**Run 1: wires at chosen ports, followed through buffers**

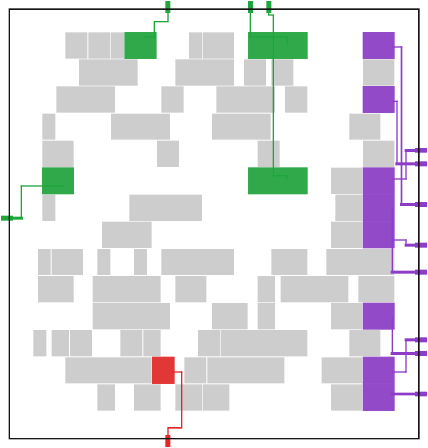
**Run 1: routed clock nets over the placement**

The bar under the picture is 10 µm long.
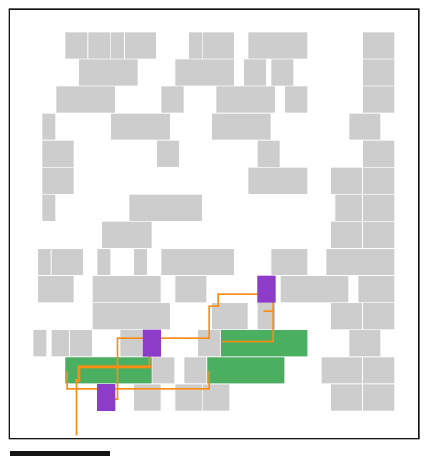
**Run 1: cell classes on the final placement**

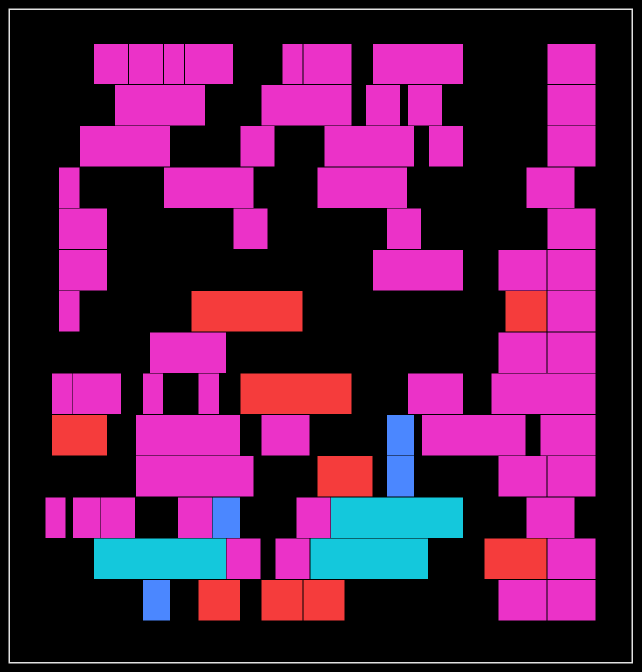
$ cat src/rtl/mem_arb_pkg.sv
// Shared types for the two-master memory arbiter: default widths, port id, read tag.
// The read tag follows an accepted read down the latency pipe to steer its response.
package mem_arb_pkg;

  localparam int MEM_ADDR_W = 4;
  localparam int MEM_DATA_W = 8;

  typedef logic port_id_t;

  typedef struct packed {
    logic     valid;
    port_id_t port;
  } rd_tag_t;

endpackage

$ cat src/rtl/mem_rd_tag_pipe.sv
// Read-tag delay line: RD_LAT cycles from push to pop, synchronous clear, no backpressure.
// Its output lines up with mem_data_out for the read that pushed the tag.
module mem_rd_tag_pipe
  import mem_arb_pkg::*;
#(
  parameter int RD_LAT = 1
) (
  input  logic    clk,
  input  logic    reset,
  input  rd_tag_t tag_in,
  output rd_tag_t tag_out
);

  rd_tag_t pipe [RD_LAT];

  always_ff @(posedge clk) begin
    if (reset) begin
      for (int i = 0; i < RD_LAT; i++) pipe[i] <= '0;
    end else begin
      pipe[0] <= tag_in;
      for (int i = 1; i < RD_LAT; i++) pipe[i] <= pipe[i-1];
    end
  end

  assign tag_out = pipe[RD_LAT-1];

endmodule

$ cat src/rtl/mem_rr_arbiter.sv
// Round-robin arbiter sharing one single-port memory between two masters; grant is same-cycle.
// Reads respond RD_LAT cycles after accept; responses cannot be stalled, requests wait via ready.
module mem_rr_arbiter
  import mem_arb_pkg::*;
#(
  parameter int ADDR_W = MEM_ADDR_W,
  parameter int DATA_W = MEM_DATA_W,
  parameter int RD_LAT = 1
) (
  input  logic              clk,
  input  logic              reset,
  input  logic              req0_valid,
  output logic              req0_ready,
  input  logic              req0_we,
  input  logic [ADDR_W-1:0] req0_addr,
  input  logic [DATA_W-1:0] req0_wdata,
  output logic              rsp0_valid,
  output logic [DATA_W-1:0] rsp0_rdata,
  input  logic              req1_valid,
  output logic              req1_ready,
  input  logic              req1_we,
  input  logic [ADDR_W-1:0] req1_addr,
  input  logic [DATA_W-1:0] req1_wdata,
  output logic              rsp1_valid,
  output logic [DATA_W-1:0] rsp1_rdata,
  output logic              mem_wr_en,
  output logic              mem_rd_en,
  output logic [ADDR_W-1:0] mem_addr,
  output logic [DATA_W-1:0] mem_data_in,
  input  logic [DATA_W-1:0] mem_data_out
);

  port_id_t last_gnt;
  logic     gnt0;
  logic     gnt1;
  logic     gnt_any;
  logic     gnt_we;
  rd_tag_t  tag_in;
  rd_tag_t  tag_out;

  // On contention the master that did not win last time takes the slot.
  assign gnt0    = !reset && req0_valid && (!req1_valid || last_gnt == 1'b1);
  assign gnt1    = !reset && req1_valid && (!req0_valid || last_gnt == 1'b0);
  assign gnt_any = gnt0 || gnt1;

  assign req0_ready = gnt0;
  assign req1_ready = gnt1;

  always_ff @(posedge clk) begin
    if (reset) begin
      last_gnt <= 1'b1;
    end else if (gnt_any) begin
      last_gnt <= gnt1;
    end
  end

  always_comb begin
    gnt_we      = 1'b0;
    mem_addr    = '0;
    mem_data_in = '0;
    if (gnt1) begin
      gnt_we      = req1_we;
      mem_addr    = req1_addr;
      mem_data_in = req1_wdata;
    end else if (gnt0) begin
      gnt_we      = req0_we;
      mem_addr    = req0_addr;
      mem_data_in = req0_wdata;
    end
  end

  assign mem_wr_en = gnt_any && gnt_we;
  assign mem_rd_en = gnt_any && !gnt_we;

  assign tag_in.valid = mem_rd_en;
  assign tag_in.port  = gnt1;

  mem_rd_tag_pipe #(
    .RD_LAT (RD_LAT)
  ) u_tag_pipe (
    .clk     (clk),
    .reset   (reset),
    .tag_in  (tag_in),
    .tag_out (tag_out)
  );

  // Gated by reset so a read landing in a reset cycle is dropped, not delivered.
  assign rsp0_valid = !reset && tag_out.valid && (tag_out.port == 1'b0);
  assign rsp1_valid = !reset && tag_out.valid && (tag_out.port == 1'b1);
  assign rsp0_rdata = rsp0_valid ? mem_data_out : '0;
  assign rsp1_rdata = rsp1_valid ? mem_data_out : '0;

endmodule

$ cat config.mk
export PLATFORM = sky130hd
export DESIGN_NAME = mem_rr_arbiter
export DESIGN_NICKNAME = d
export VERILOG_FILES = /design/src/rtl/mem_arb_pkg.sv /design/src/rtl/mem_rd_tag_pipe.sv /design/src/rtl/mem_rr_arbiter.sv
export SDC_FILE = /design/constraint.sdc
export NUM_CORES = 1
export LEC_CHECK = 0
export CORE_AREA = 2 2 39 41
export CTS_BUF_LIST = sky130_fd_sc_hd__clkbuf_2
export DETAILED_ROUTE_END_ITERATION = 16
export DIE_AREA = 0 0 41 43
export DONT_BUFFER_PORTS = 1
export GPL_TIMING_DRIVEN = 1
export HOLD_SLACK_MARGIN = 0.1
export SYNTH_ARGS = -nofsm -noshare
export SYNTH_HDL_FRONTEND = slang
export SYNTH_HIERARCHICAL = 1
export SYNTH_SLANG_ARGS = --single-unit
$ cat constraint.sdc
create_clock -name clk -period 1.1 [get_ports clk]
set_input_delay 0.11 -clock clk [delete_from_list [all_inputs] [get_ports clk]]
set_output_delay 0.11 -clock clk [all_outputs]
set_load 0.01 [all_outputs]
==> run notes, run 1 <==
yosys + openroad results -> final max-slew violation count 0, drt pass-1 iters 4, Netlist cell types 17, vias per inst 6.24, Total GRT Usage 16.0%, synthesized area 493 µm², Logic area 551 µm², Synth Warn # 6, Worst-Skew Late Latency 210 ps, pin count of the biggest net entering global routing 25, CP Class register to output pin, register share after synthesis 12.2%, highest metal used met3, wirelength, routed 1.56 mm, Flop area 68.8 µm², Hold Path Class primary input to register, Remaining DRCs 0, Yosys Chip Area 493 µm², DIE HEIGHT 43 µm, RSZ-0062 raised after global routing true, TritonCTS Sinks 3, Met3 Routed Length 153 µm, first-pass GRT wire length 1.95 mm, Flops after synth 3, Final Critical Period 1280 ps, cells in synth_stat.txt 67, initial antenna violation count 0, Max clock buf depth 2, Ports 72, nets 114, # rows 14, CP max stage cell dfxtp_4, Leak Pwr 0.288 nW, Final Power 0.473 mW, Fin Clk Skew 7.05 ps, wire per inst 17.1 µm, CP max stage delay 350 ps, MaxCap Viol Count 0, fp_density 35.6%, Worst VDD drop 0.000590 V, period utilization 116%, cell count after synthesis 67, Dominant flop cell dfxtp_1, met2 routed WL 840 µm, failing checks negative setup slack, fmax 0.783 GHz, Diodes inserted 0, cts bufs inserted 3, Iter 0 DRT Violations 4, wl on met1 565 µm, fraction of registers with async set/reset 0%, status finished, violations left, number of enable flip-flop cells 0, final core occ 55.0%, number of global-route vias before repair 488, post-detailed-route count of antenna-violating nets 0, CP cell instances nand2b_4 > buf_12 > a32oi_2 > nor2_2, I/O Buffers 0, worst slew pin tran 247 ps, Die X 41 µm, endpoints failing hold 0, Fill cells 138, Tool Warnings 29, final setup fails 23, H-tree depth 1, routability cong. 0.631, TritonCTS clock tree built, setup TNS -2270 ps, fin cells 91, Die Area 1760 µm², Worst-path clk slew 50 ps, worst hold slack 81.1 ps, critical path fanouts, max 13, CP endpoint kind output pin, syn avg cell area 7.36 µm², final worst slack -178 ps, Cell Pwr Density 622 nW/µm², Net Count, Synth 105, synth-to-layout area growth 54.3%, slew margin rel. 83.5%, nature of the critical path startpoint register, grt ovf 0, vias after detailed routing 568, core area 1380 µm²
## Picture notes: 'wires at chosen ports, followed through buffers'
color	port	bits	direction	edge	end cells	buffers	wire
red	req0_ready	1	output	south	1	0	8.60 µm
green	req0_addr	4	input	3 north, 1 west	4	0	38.2 µm
purple	rsp1_rdata	8	output	east	8	0	56.3 µm

## Picture notes: 'routed clock nets over the placement'
[orange] clock wires | length: 71.4 µm
[green] flip-flops | count: 3
[purple] clock-net drivers | count: 3
routed clock nets	4

## Picture notes: 'cell classes on the final placement'
color	class	cells	share of their area
cyan	registers	3	9.3%
magenta	remaining logic cells	59	74%
red	remaining buffers and delay cells	9	14%
blue	clock drivers and dummy loads	4	2.7%

run 1: layer usage:
metal | up-vias | global-route usage [%]
li1 | 261 | -
met1 | 263 | 15.1
met2 | 44 | 28.1
met3 | 0 | 7.33
met4 | 0 | 6.00
met5 | - | 0
run 1: cells in the mapped netlist (all sizes together) (2+ instances only):
| master | instances | area (µm²) |
|---|---|---|
| clkbuf | 2 | 7.51 |
| nand2b | 2 | 20.0 |
| and2 | 16 | 100 |
| dfxtp | 3 | 60.1 |
| a32oi | 13 | 114 |
| nor2b | 3 | 18.8 |
| buf | 5 | 46.3 |
| nand2 | 3 | 11.3 |
| nor2 | 15 | 56.3 |
run 1: worst max-delay path, delay by kind of cell, from the launching register on:
family | cells | cell delay (ps)
AOI/OAI and AO/OA | 1 | 220
buffers and inverters | 1 | 150
DFF | 1 | 350
and+or+nand+nor | 2 | 230
run 1: worst paths after layout:
path               from                     to  slack [ps]  cells after the start
max            last_gnt         mem_data_in[2]        -180                      4
min          req0_valid               last_gnt          80                      3
max reg2reg    last_gnt  u_tag_pipe/pipe[0][1]         130                      4
min reg2reg    last_gnt               last_gnt         630                      3
run 1: sequential cells by signal, indices dropped and copies added (netlist names):
register and count:
u_tag_pipe/pipe 2, last_gnt 1
run 1: cells in the final DEF (no fill, tap or decap):
cell type,count
a21boi_4,1
a32oi_1,5
a32oi_2,8
and2_4,16
and3b_2,2
buf_12,2
buf_4,4
buf_6,1
clkbuf_2,4
dfxtp_2,1
dfxtp_4,2
dlygate4sd3_1,2
nand2_1,2
nand2_2,1
nand2b_1,1
nand2b_4,1
nor2_1,6
nor2_2,9
nor2b_1,2
nor2b_2,1
nor3b_4,2
o21ai_0,1
o31ai_4,1
run 1: through the flow:
step | cell area [µm²] | setup slack [ps]
after floorplan | 509 | 29.4
after global placement | 546 | 29.0
after detailed placement | 546 | -25.5
after CTS | 636 | -165
after global routing | 761 | -223
final | 761 | -178
run 1: power by group:
part           internal [mW]  switching [mW]  leakage, nW
Sequential             0.113         0.00707       0.0259
Clock                 0.0961          0.0612       0.0166
Combinational          0.104          0.0920        0.245
run 1: layout make-up:
type	count	share of cell area (%)
multi-input cells	59	72.4
flip-flops and latches	3	9.05
clock buffers	4	2.63
well taps	16	2.63
repair buffers	9	13.3
run 1: kinds of logic (layout without fill, tap and decap cells):
group | Yosys count | count (layout) | synth area share (%)
compound gates | 16 | 16 | 29.4
buf+inv | 7 | 13 | 10.9
simple gates | 41 | 43 | 47.5
flops | 3 | 3 | 12.2
run 1: what timing repair did:
action | CTS | global route
resized | 17 | 26
gates cloned | 2 | 0
endpoints found under the hold margin | 3 | 3
endpoints found under the setup margin | 34 | 34
pin swaps | 3 | 18
buffers inserted | 1 | 0
**Run 1: clock wiring as the flow saved it**

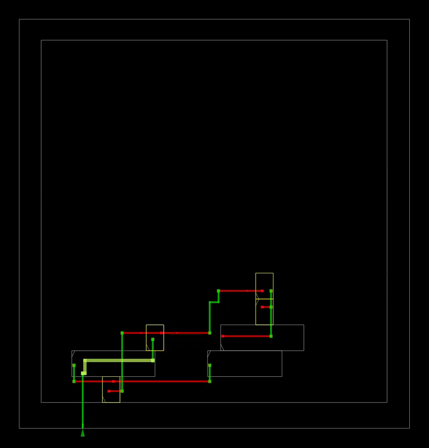

==> run 1 -> run 2 <==
GPL_TIMING_DRIVEN = 0   (was 1)
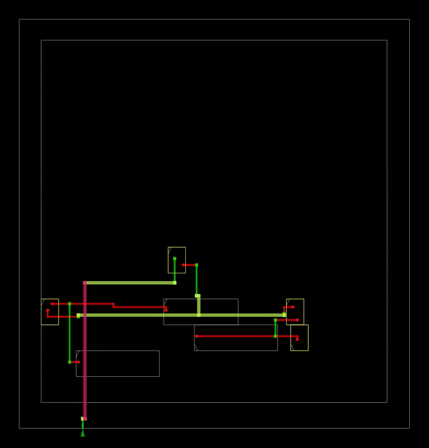
**Above:** run 2 (clock wiring as the flow saved it).
clock buf count: 4
Worst-Skew Late Latency: 210 ps

==> run notes, run 2 <==
yosys + openroad results -> core area 1380 µm² (unchanged), Reg power frac 23.2% (-2.2 points), Flops after synth 3 (unchanged), routability cong. 0.612 (-2.9%), initial antenna violation count 0 (unchanged), Netlist cell types 17 (unchanged), # rows 14 (unchanged), worst slew pin tran 602 ps (+355 ps), number of enable flip-flop cells 0 (unchanged), syn avg cell area 7.36 µm² (unchanged), final max-slew violation count 0 (unchanged), Diodes inserted 0 (unchanged), synthesized area 493 µm² (unchanged), net switching power 0.194 mW (+21%), final setup fails 33 (+43%), vias after detailed routing 580 (+2.1%), Ports 72 (unchanged), period utilization 116% (-0.50 points), Hold Path Depth 2 (-1), cts bufs inserted 3 (unchanged), Dominant flop cell dfxtp_1, Worst-path clk slew 50 ps (about the same), Comb power frac 45.5% (+4.1 points), fmax 0.786 GHz (+0.44%), cells in synth_stat.txt 67 (unchanged), RSZ-0062 raised after global routing true, Cell Pwr Density 639 nW/µm² (+2.8%), first-pass GRT wire length 1.99 mm (+2.5%), main area contributors a32oi_1, and2_1, dfxtp_1, nor2_1, buf_6, wirelength, routed 1.65 mm (+5.8%), Fill cells 120 (-13%), CP max stage cell dfxtp_4, failing checks negative setup slack, status finished, violations left, final worst slack -172 ps (+5.54 ps), wire per inst 17.0 µm (-0.71%), post-synth top area cell a32oi_1, Synth Warn # 6 (unchanged), Net Count, Synth 105 (unchanged), setup TNS -3880 ps (-1610 ps), drt pass-1 iters 4 (unchanged), Reg with most FFs u_tag_pipe/pipe, Remaining DRCs 0 (unchanged), Die X 41 µm (unchanged), pin count of the biggest net entering global routing 12 (-52%), I/O Buffers 0 (unchanged), endpoints failing hold 0 (unchanged), layer with the highest usage met2, H-tree depth 1 (unchanged), met1 GRT Util 16.9% (+1.9 points), Fin Clk Skew 3.54 ps (-3.51 ps), CP endpoint kind output pin, Die Area 1760 µm² (unchanged), fin cells 97 (+6.6%), Top Registers u_tag_pipe/pipe (2), last_gnt (1), CP max stage delay 350 ps (about the same), grt ovf 0 (unchanged), register share after synthesis 12.2% (unchanged), DIE HEIGHT 43 µm (unchanged), MaxCap Viol Count 0 (unchanged), synth-to-layout area growth 63.5%, clock share of power 31.3% (-1.9 points), Final Power 0.515 mW (+8.8%), top-count cell post-synth and2_1, max reg flops 2 (unchanged), post-detailed-route count of antenna-violating nets 0 (unchanged), CP Class register to output pin, critical path fanouts, max 5 (-8), commonest non-fill, non-tap cell in the layout and2_4, number of global-route vias before repair 493 (+1.0%), Commonest cells post-synth and2_1, nor2_1, a32oi_1, Worst VDD drop 0.000627 V (+6.3%), Leak Pwr 0.311 nW (+7.9%), Largest delay share family, worst path flip-flops, Yosys Chip Area 493 µm² (unchanged), Top Layout Cells and2_4, buf_6, nor2_2, Max clock buf depth 2 (unchanged), met3 Use GR 11.0% (+3.7 points), r2r worst-path depth 4 (unchanged), Hold Path Class primary input to register, CP Buf/Inv Count 1 (unchanged), Tool Warnings 28 (-3.4%), cell count after synthesis 67 (unchanged), Dominant cell area share 23.1% (unchanged), fp_density 35.6% (unchanged), CP cell instances nand2b_4 > buf_6 > a32oi_2 > nor2_2, GR Util met2 27.8% (-0.31 points), TritonCTS clock tree built, Iter 0 DRT Violations 11 (+7)
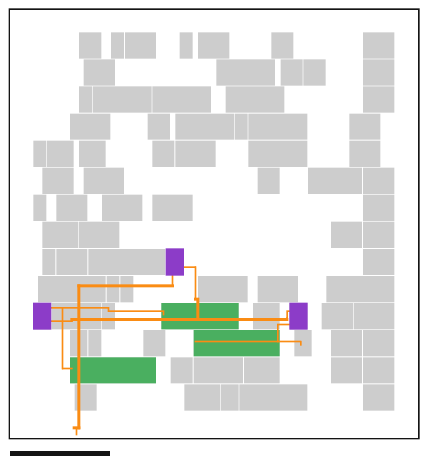
**Above:** run 2 (routed clock nets over the placement).
The bar under the picture is 10 µm long.
[purple] clock-net drivers | count: 3
[green] flip-flops | count: 3
[orange] clock wires | length: 96.1 µm
routed clock nets	4

## run 2: cell counts after synthesis
Identical to the previous run, type by type.
## run 2: area by class of cell
class	instances	area (µm²)	area share [%]
Sequential cell	3	68.8	8.54
Tap cell	16	20.0	2.48
Clock buffer	4	20.0	2.48
Multi-Input combinational cell	58	541	67.1
Timing Repair Buffer	9	91.3	11.3
Buffer	7	65.1	8.07
## run 2: final timing paths
kind | start | to | slack, ps
min reg2reg | last_gnt | last_gnt | 540
min | req0_we | u_tag_pipe/pipe[0][1] | 130
max reg2reg | last_gnt | u_tag_pipe/pipe[0][1] | -20
max | last_gnt | mem_addr[0] | -170
## run 2: power groups by stage
stage	combinational (mW)	clock, mW	sequential [mW]
after floorplan	0.142	0	0.121
after global placement	0.158	0	0.122
after detailed placement	0.159	0	0.122
after CTS	0.196	0.168	0.123
after global routing	0.251	0.184	0.120
final	0.234	0.161	0.120
## run 2: repair_timing
item | in CTS | in global routing
setup buffers | 3 | 1
gates cloned | 3 | 1
endpoints found under the setup margin | 35 | 36
pin swaps | 17 | 16
hold buffers | 2 | 0
hold endpoints to repair | 3 | 0
gates resized | 30 | 23
## run 2: cells by family after synthesis
family | Yosys count | synth area share [%]
compound gates | 16 | 29.4
buf+inv | 7 | 10.9
flops | 3 | 12.2
simple gates | 41 | 47.5
## run 2: metal layers
layer	wire length, µm	vias to the layer above
met2	878	48
met1	557	261
met5	0	-
met4	14	0
met3	199	2
li1	-	269
## run 2: per-stage QoR
| step | util [%] | hold slack (ps) | area (µm²) | setup slack [ps] |
|---|---|---|---|---|
| 6_report | 58.2 | 129 | 806 | -172 |
| 5_1_grt | 58.2 | 109 | 806 | -267 |
| 4_1_cts | 50.9 | 123 | 704 | -183 |
| 3_5_place_dp | 38.2 | 185 | 529 | -63.5 |
| 3_3_place_gp | 38.2 | 183 | 529 | -52.9 |
| 2_1_floorplan | - | 182 | 509 | 29.4 |
Power figures rest on the tool's default switching activity, not on a simulated workload.
